===== config.mk =====
export PLATFORM = sky130hd
export DESIGN_NAME = tdoa_capture_ctrl
export DESIGN_NICKNAME = d
export VERILOG_FILES = /design/src/rtl/tdoa_pkg.sv /design/src/rtl/tdoa_ch_latch.sv /design/src/rtl/tdoa_capture_ctrl.sv
export SDC_FILE = /design/constraint.sdc
export NUM_CORES = 1
export LEC_CHECK = 0
export ABC_AREA = 1
export CAP_MARGIN = 20
export CORE_MARGIN = 2
export CORE_UTILIZATION = 34
export CTS_CLUSTER_SIZE = 16
export DETAILED_ROUTE_END_ITERATION = 7
export GPL_TIMING_DRIVEN = 0
export PLACE_DENSITY_LB_ADDON = 0.1
export SLEW_MARGIN = 30
export SYNTH_ARGS = -nofsm -noshare
export SYNTH_HDL_FRONTEND = slang
export SYNTH_SLANG_ARGS = --single-unit

===== constraint.sdc =====
create_clock -name clk -period 2.62 [get_ports clk]
set_clock_uncertainty 0.1 [all_clocks]
set_input_delay 0.524 -clock clk [delete_from_list [all_inputs] [get_ports clk]]
set_output_delay 0.524 -clock clk [all_outputs]
set_load 0.005 [all_outputs]

===== src/rtl/tdoa_pkg.sv =====
// Shared encodings for the TDOA capture controller: FSM states,
// timing-counter select commands and the default counter width.
package tdoa_pkg;

    typedef enum logic [1:0] {
        IDLE  = 2'b00,
        ARMED = 2'b01,
        COUNT = 2'b10,
        DONE  = 2'b11
    } tdoa_state_e;

    localparam logic [1:0] SEL_CLEAR = 2'b00;
    localparam logic [1:0] SEL_HOLD  = 2'b01;
    localparam logic [1:0] SEL_INC   = 2'b11;

    localparam int CNT_W_DEF = 20;

endpackage


===== src/rtl/tdoa_ch_latch.sv =====
// Per-channel arrival latch: records the first trigger seen while capture
// is enabled and ignores every later assertion until cleared.
module tdoa_ch_latch #(
    parameter int CNT_W = 20
) (
    input  logic             clk,
    input  logic             reset,
    input  logic             clr,
    input  logic             cap_en,
    input  logic             trig,
    input  logic [CNT_W-1:0] value,
    output logic             valid,
    output logic [CNT_W-1:0] ts
);

    // First-arrival capture; clr wipes the result for a new acquisition.
    always_ff @(posedge clk) begin
        if (reset || clr) begin
            valid <= 1'b0;
            ts    <= '0;
        end else if (cap_en && trig && !valid) begin
            valid <= 1'b1;
            ts    <= value;
        end
    end

endmodule


===== src/rtl/tdoa_capture_ctrl.sv =====
// TDOA capture controller. Drives the shared timing counter, waits for the
// first comparator trigger, then timestamps each channel's first arrival
// until every channel has arrived or the capture window runs out.
//
//   state | meaning
//   IDLE  | counter cleared, waiting for arm
//   ARMED | results cleared, waiting for the first channel trigger
//   COUNT | counter running, latching per-channel arrival times
//   DONE  | counter held, results stable until re-armed
module tdoa_capture_ctrl
    import tdoa_pkg::*;
#(
    parameter int NUM_CH = 4,
    parameter int CNT_W  = CNT_W_DEF,
    parameter int WINDOW = 100000
) (
    input  logic                      clk,
    input  logic                      reset,
    input  logic                      arm,
    input  logic                      abort,
    input  logic [NUM_CH-1:0]         ch_trig,
    input  logic [CNT_W-1:0]          counter_value,
    output logic [1:0]                counter_sel,
    output logic                      busy,
    output logic                      done,
    output logic                      timeout,
    output logic [NUM_CH-1:0]         ch_valid,
    output logic [$clog2(NUM_CH)-1:0] first_ch,
    output logic [NUM_CH*CNT_W-1:0]   ts_flat
);

    localparam int FC_W = $clog2(NUM_CH);

    tdoa_state_e       state, state_nxt;
    logic [NUM_CH-1:0] valid;
    logic              any_trig, all_after, win_exp;
    logic              clr, cap_en, timeout_set;
    logic [CNT_W-1:0]  cap_value;

    function automatic logic [FC_W-1:0] lowest_set(input logic [NUM_CH-1:0] v);
        logic [FC_W-1:0] r;
        r = '0;
        for (int i = NUM_CH - 1; i >= 0; i--) begin
            if (v[i]) r = FC_W'(i);
        end
        return r;
    endfunction

    assign any_trig  = |ch_trig;
    assign all_after = &(valid | ch_trig);
    assign win_exp   = (counter_value == CNT_W'(WINDOW - 1));
    // The starting channels see the counter before it has counted, so force 0.
    assign cap_value = (state == ARMED) ? '0 : counter_value;

    // Next state, counter command and capture/clear strobes.
    always_comb begin
        state_nxt   = state;
        counter_sel = SEL_CLEAR;
        clr         = 1'b0;
        cap_en      = 1'b0;
        timeout_set = 1'b0;
        case (state)
            IDLE: begin
                if (arm) begin
                    state_nxt = ARMED;
                    clr       = 1'b1;
                end
            end
            ARMED: begin
                cap_en = 1'b1;
                if (any_trig) begin
                    counter_sel = SEL_INC;
                    state_nxt   = (&ch_trig) ? DONE : COUNT;
                end
            end
            COUNT: begin
                counter_sel = SEL_INC;
                cap_en      = 1'b1;
                if (all_after) begin
                    state_nxt = DONE;
                end else if (win_exp) begin
                    state_nxt   = DONE;
                    timeout_set = 1'b1;
                end
            end
            DONE: begin
                // Re-arming also zeroes the held count so a trigger in the very
                // first ARMED cycle still sees the counter start from zero.
                counter_sel = arm ? SEL_CLEAR : SEL_HOLD;
                if (arm) begin
                    state_nxt = ARMED;
                    clr       = 1'b1;
                end
            end
            default: state_nxt = IDLE;
        endcase
        if (abort) begin
            state_nxt   = IDLE;
            clr         = 1'b1;
            cap_en      = 1'b0;
            timeout_set = 1'b0;
        end
    end

    // State register.
    always_ff @(posedge clk) begin
        if (reset) state <= IDLE;
        else       state <= state_nxt;
    end

    // Acquisition-wide results: starting channel and window-expiry flag.
    always_ff @(posedge clk) begin
        if (reset || clr) begin
            first_ch <= '0;
            timeout  <= 1'b0;
        end else begin
            if (state == ARMED && any_trig) first_ch <= lowest_set(ch_trig);
            if (timeout_set)                timeout  <= 1'b1;
        end
    end

    for (genvar i = 0; i < NUM_CH; i++) begin : g_ch
        tdoa_ch_latch #(.CNT_W(CNT_W)) u_latch (
            .clk    (clk),
            .reset  (reset),
            .clr    (clr),
            .cap_en (cap_en),
            .trig   (ch_trig[i]),
            .value  (cap_value),
            .valid  (valid[i]),
            .ts     (ts_flat[i*CNT_W +: CNT_W])
        );
    end

    assign ch_valid = valid;
    assign busy     = (state == ARMED) || (state == COUNT);
    assign done     = (state == DONE);

endmodule


**Clock wires, drivers and flops**

The bar under the picture is 20 microns long.
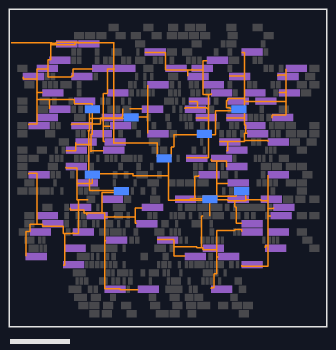
Blue shows cells driving clock nets, count 9. Purple shows flip-flops, count 89. Orange shows clock wires, length 1040 microns.
There are 10 routed clock nets.
Clock power frac: 35.9%
clk ins delay skew pair: 0.35 ns
Clk. pwr: 0.965 mW

**Selected gate families**

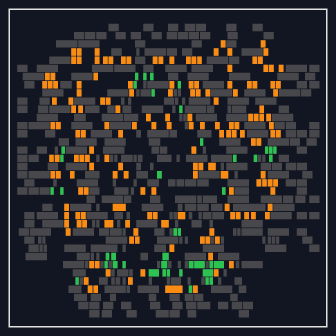
Orange shows inverting AOI/OAI gates, cells 164. Green shows NAND gates, cells 42.
Layout Cells excl Fill: 682
most frequent logic cell in the layout: clkdlybuf4s50_1

==> impl_metrics.yaml <==
# synthesis and place-and-route metrics
run_status:
  outcome: "finished clean"
cells_and_area:
  nonClkBufAreaFrac_pct: 28.7
  layout_top_cells_excl_fill_tap: "113 x clkdlybuf4s50_1, 89 x dfxtp_1, 79 x a21oi_1"
  drive_above_1_share_pct: 11.1
  layout.area.comb_sq_um: 1320
  top_regs: "g_ch.u_latch.ts x80, g_ch.u_latch.valid x4"
  seq_share_pct: 35.2
  largest_register_by_flop_count: "g_ch.u_latch.ts"
  ff_count: 89
  final-clk-cell-share_pct: 3.96
drt:
  wire_per_inst_microns: 16.2
  drt-total-wl_mm: 11.0
  via_count: 3303
  ant_nets: 0
  post_drt_via_cell_ratio: 4.84
  initialDrtViolationCount: 131
critical_path:
  critical_path.slowest_cell: "clkdlybuf4s50_1"
  crit_chain: "inv_1 > ha_4 > buf_6 > o21ai_4 > a21oi_1 > clkdlybuf4s50_1"
  critical_path_startpoint_category: "register"
  worstPathBufferInverterCount: 3
  worst_ep_arrival_time_ns: 1.90
yosys:
  ys.flops: 89
  synth_largest_type_area_fraction_pct: 51.3
  synth_compound_gate_area_share_pct: 24.7
  largest_cells_by_area_after_synthesis: "dfxtp_1 51%, a21oi_1 11%, o21ai_0 10%, nor2_1 4.4%, buf_6 4.2%"
  yosys.area_share.xor_xnor_pct: 0
  ys_top_logic_family: "AND-OR/OR-AND gates"
  synthAdderAreaFrac_pct: 1.80
  avg_synthesized_cell_area_sq_um: 8.37
  synth_net_count: 448
  synth.yosys.chip_area_sq_um: 3470
  synth_cells: 415
  ys_warn_count: 0
  top_area_cell: "dfxtp_1"
global_route:
  grt.total_usage_pct: 19.8
  use_met1_pct: 27.4
  gr-total-overflow: 0
  grt_start_max_net_pins: 17
  number_of_antenna_violations_at_the_first_check_in_global_routing: 0
final_timing:
  max_freq_ghz: 0.397
  hold_violations: 0
  totalNegativeSetupSlack_ns: 0
place:
  place_congestion: 0.813
  numPlacedInstances: 666
  io_buffer_count: 118
  dpl.hpwl_mm: 8.30
floorplanning:
  tap_cells: 133
  core_area_sq_um: 9860
  initial_core_util_pct: 35.2
  row_count: 36
run:
  max_cap_violations: 0
  stage_log_warnings: 30
min_path:
  type_of_the_tightest_min_delay_check: "reg -> reg"
clock_network:
  cts.sinks: 89
  cts.reportedPaths.clkPinSlew_ns: 0.09
  ctsHoldBuffers: 0
  post-cts-setup-buffer-count: 0
## worst paths after layout
check,cells after the start,startpoint,slack (ns),endpoint
worst max-delay path,6,state[1],0.10,counter_sel[0]
worst min-delay path,2,g_ch[0].u_latch.ts[3],0.40,g_ch[0].u_latch.ts[3]
worst max register to register,9,state[0],0.53,g_ch[0].u_latch.ts[6]
worst min register to register,2,g_ch[0].u_latch.ts[3],0.40,g_ch[0].u_latch.ts[3]
## routing by layer
metal / part of all wire, % / vias to the layer above
met4: 0.64 / 0
li1: - / 1649
met1: 47 / 1527
met3: 7.0 / 6
met5: 0 / -
met2: 45 / 121
## kinds of logic (layout without fill, tap and decap cells)
| family | after synthesis | in the layout |
|---|---|---|
| DFF | 89 | 89 |
| buffers and inverters | 68 | 202 |
| and+or+nand+nor | 87 | 87 |
| adders and majority gates | 5 | 5 |
| AOI/OAI and AO/OA | 166 | 166 |
## synthesized netlist by cell type
cell	count
nor3_1	2
nor2_4	1
buf_4	11
a211oi_1	4
clkbuf_1	2
o21ai_2	1
nor2_2	1
nand4_1	1
nor2_1	41
o21ai_1	7
buf_2	5
o31a_1	1
inv_2	6
inv_1	31
nand3_2	4
ha_1	5
nand2_1	33
o21a_1	1
a211oi_2	1
nand3_1	4
o21ai_0	72
dfxtp_1	89
a21oi_1	79
buf_6	13
## metrics by stage
| stage | util (%) | hold WS (ns) | setup WS (ns) | instance area (sq um) |
|---|---|---|---|---|
| after floorplan | - | 0.360 | 0.876 | 3470 |
| after global routing | 51.3 | 0.424 | 0.00343 | 5060 |
| after global placement | 48.9 | 0.365 | -0.339 | 4820 |
| after detailed placement | 48.9 | 0.377 | -0.335 | 4820 |
| final | 51.3 | 0.395 | 0.101 | 5060 |
| after CTS | 51.1 | 0.394 | 0.00165 | 5040 |
Power is estimated from default activity; no workload was simulated.
